==> run_1/layer_met1.png <==
The bar under the picture is 20 um long.
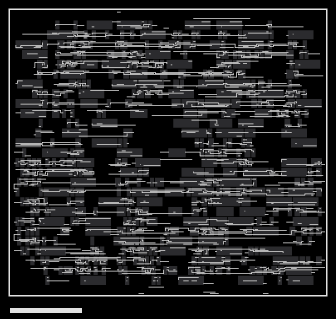
==> run_1/layer_met2.png <==
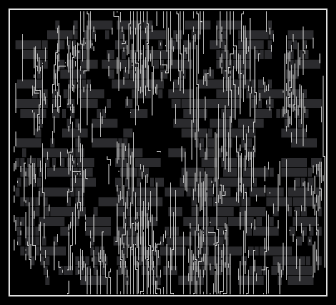
==> run_1/layer_met3.png <==
The bar under the picture is 20 um long.
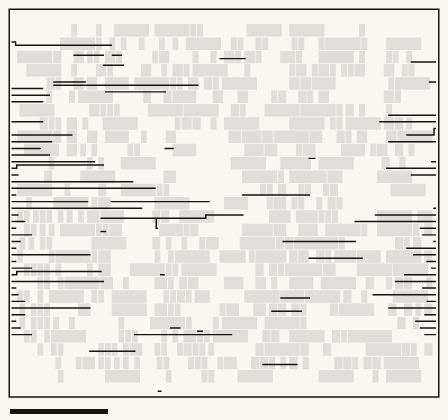
==> config.mk <==
export PLATFORM = sky130hd
export DESIGN_NAME = mem_ctrl
export DESIGN_NICKNAME = d
export VERILOG_FILES = /design/src/rtl/cpu_pkg.sv /design/src/rtl/mem_ctrl_lat_counter.sv /design/src/rtl/mem_ctrl.sv
export SDC_FILE = /design/constraint.sdc
export NUM_CORES = 1
export LEC_CHECK = 0
export ABC_AREA = 1
export CORE_ASPECT_RATIO = 0.9
export CORE_UTILIZATION = 50
export DETAILED_ROUTE_END_ITERATION = 10
export DONT_BUFFER_PORTS = 1
export PLACE_DENSITY_LB_ADDON = 0.15
export SLEW_MARGIN = 20
export SYNTH_ARGS = -nofsm -noshare
export SYNTH_HDL_FRONTEND = slang
export SYNTH_SLANG_ARGS = --single-unit
==> constraint.sdc <==
create_clock -name CLK -period 1.55 [get_ports CLK]
set_input_delay 0.465 -clock CLK [delete_from_list [all_inputs] [get_ports CLK]]
set_output_delay 0.465 -clock CLK [all_outputs]
set_load 0.01 [all_outputs]
==> impl_metrics.yaml, run 1 <==
# flow metrics
drt:
  wl_met3_um: 680
  remaining_drc_errors: 0
sta:
  finalCritPeriodShare: 0.9888
  period_minus_slack_ps: 1533
  rsz0062_at_grt: "yes"
  clock.fmax_mhz: 652.5
  slew_headroom: 0.6593
  fin_ws_ps: 17.32
die:
  fp.dieH_um: 78.96
  num_io_pins: 138
  nWellTaps: 87
  rows: 27
synthesis:
  netlist_area_sq_um: 3291
  ys_types: 25
  synth_flops: 73
  area_leaders: "dfxtp_1 44%, nand2_1 11%, nor2_1 8.8%"
  ys_warn_count: 0
  netlist_logic_family_top: "simple AND/OR/NAND/NOR gates"
  ys_seq_frac: 0.4441
  dominantRegCellSynth: "dfxtp_1"
  aoi_share: 0.09049
  ys_sh_mux: 0
clocking:
  clk_pin_slew_worst_paths_ps: 80
  cts_resized: 5
  cts.path.max_buffers: 2
pwr:
  clkPwrFrac: 0.244
  finalPower_mw: 5.784
  combPwrFrac: 0.298
  powerDensity_nw_per_um2: 1582
cells_and_area:
  comb_cells: 296
  clk_share: 0.05236
  sh_seq_area: 0.4004
  buffers_excl_clock: 16
grt:
  grt_pass1_vias: 2610
  grt_max_degree: 54
  gr-max-usage-layer: "met2"
  track_usage: 0.2226
  grt_overflow_total: 0
placed_design:
  gp_congestion: 0.7846
  io_buffers: 0
setup_path:
  worst-path-stages: 7
run_status:
  status: "complete, no violations"
Notes on layer_met1.png above:
main direction: horizontal
longest straight run: 27.6 um
share of all routed wire: 43%
wire length on this layer: 3260 um
met1 Use GR: 0.2607
vias: 2827
Routed WL: 7.521 mm

Notes on layer_met2.png above:
nets with wire on the layer: 389
wire length on this layer: 3470 um
longest straight run: 33.3 um
main direction: vertical
share of all routed wire: 46%
grt met2 use: 0.3602

Notes on layer_met3.png above:
longest straight run: 29.4 um
wire length on this layer: 680 um
M3 GR Usage: 0.08628

==> run_1/placement.png <==
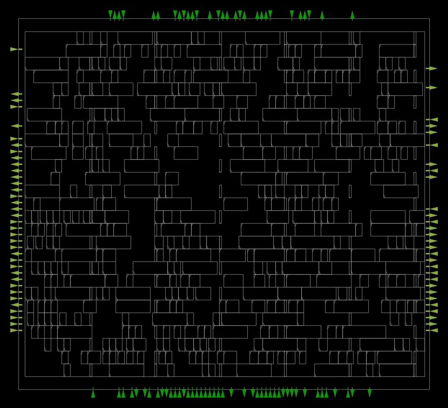

==> inputs of run 2 (changes only) <==
SKIP_LAST_GASP = 1   (was not set)
==> run_2/placement.png <==
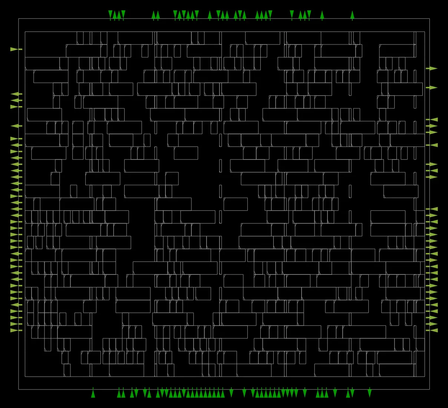
flop count: 73
fillers: 604

==> impl_metrics.yaml, run 2 <==
# flow metrics
run_status:
  status: "complete, no violations"
pwr:
  clkPwrFrac: 0.246
  powerDensity_nw_per_um2: 1582
  finalPower_mw: 5.771
  combPwrFrac: 0.296
synthesis:
  dominantRegCellSynth: "dfxtp_1"
  ys_types: 25
  synth_flops: 73
  aoi_share: 0.09049
  ys_seq_frac: 0.4441
  ys_sh_mux: 0
  area_leaders: "dfxtp_1 44%, nand2_1 11%, nor2_1 8.8%"
  netlist_logic_family_top: "simple AND/OR/NAND/NOR gates"
cells_and_area:
  clk_share: 0.05247
  sh_seq_area: 0.4012
  buffers_excl_clock: 16
  comb_cells: 296
clocking:
  cts_resized: 5
  clk_pin_slew_worst_paths_ps: 80
die:
  rows: 27
  nWellTaps: 87
  num_io_pins: 138
drt:
  wl_met3_um: 665
  remaining_drc_errors: 0
sta:
  rsz0062_at_grt: "yes"
  period_minus_slack_ps: 1528
  finalCritPeriodShare: 0.9857
  fin_ws_ps: 22.14
grt:
  grt_util_met1: 0.2607
  use_met2: 0.3602
  track_usage: 0.2226
  gr-max-usage-layer: "met2"
  grt_pass1_vias: 2610
  grt_max_degree: 54
placed_design:
  io_buffers: 0
  gp_congestion: 0.7846
setup_path:
  worst-path-stages: 7
==> run_2/layer_met2.png <==
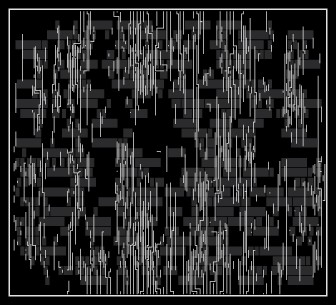

==> inputs of run 3 (changes only) <==
CTS_BUF_LIST = sky130_fd_sc_hd__clkbuf_2   (was not set)
REMOVE_ABC_BUFFERS = 1   (was not set)
==> run_3/layer_met2.png <==
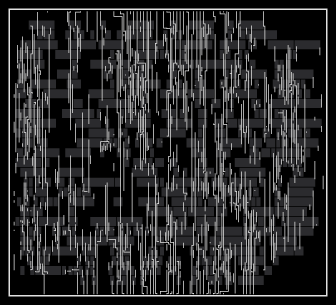
share of all routed wire: 47%
longest straight run: 33.8 um
main direction: vertical
Routed WL: 8.062 mm
vias: 2908
grt met2 use: 0.3570

==> impl_metrics.yaml, run 3 <==
# flow metrics
pwr:
  powerDensity_nw_per_um2: 1503
  netSwitchingPower_mw: 2.187
  power.leakage_nw: 1.666
  combPwrFrac: 0.349
  finalPower_mw: 5.638
  clkPwrFrac: 0.181
  comb-power_mw: 1.97
synthesis:
  aoi_share: 0.09049
  netlist_logic_family_top: "simple AND/OR/NAND/NOR gates"
  synth_top_area_share: 0.4441
  ys_sh_adder: 0.01521
  ys_types: 25
  area_leaders: "dfxtp_1 44%, nand2_1 11%, nor2_1 8.8%"
  synth_flops: 73
  dominantRegCellSynth: "dfxtp_1"
  ys_sh_mux: 0
  ys_seq_frac: 0.4441
cells_and_area:
  bufAreaShareNonClock: 0.07836
  sh_seq_area: 0.3901
  comb_area_frac: 0.4135
  flops: 73
  area_growth_pct: 14.03
  nFillCells: 618
  buffers_excl_clock: 26
  utilization: 0.6004
  comb_cells: 298
  clk_share: 0.02901
placed_design:
  io_buffers: 0
  hpwl_mm: 5.071
  gp_congestion: 0.7481
  place_area_sq_um: 3351
drt:
  drt_iter0_markers: 152
  wl_met3_um: 810
  vias_per_cell: 5.211
  route.met2.wl_mm: 3.754
  remaining_drc_errors: 0
sta:
  fin_ws_ps: -129.1
  finalCritPeriodShare: 1.083
  finalClockSkew_ps: 13.48
  period_minus_slack_ps: 1679
  setup_viol: 17
  rsz0062_at_grt: "yes"
die:
  die-area_sq_um: 6910
  num_io_pins: 138
  rows: 27
  nWellTaps: 87
grt:
  track_usage: 0.2160
  grt_util_met1: 0.2507
  gr-max-usage-layer: "met2"
  grt_pass1_vias: 2551
  grt_max_degree: 54
  met3_usage: 0.09252
clocking:
  cts_tree: "yes"
  root_buffer: "clkbuf_2"
  clk_pin_slew_worst_paths_ps: 190
  cts_resized: 9
  postCtsSetupRepairBufs: 2
  cts.sinks: 73
run_status:
  violations: "negative setup slack"
  status: "finished, violations left"
setup_path:
  reg2reg_slack_ps: -40
  cp-end-kind: "output pin"
  crit_family: "flip-flops"
  worst-path-stages: 3
job:
  warnings: 29
Power figures rest on the tool's default switching activity, not on a simulated workload.
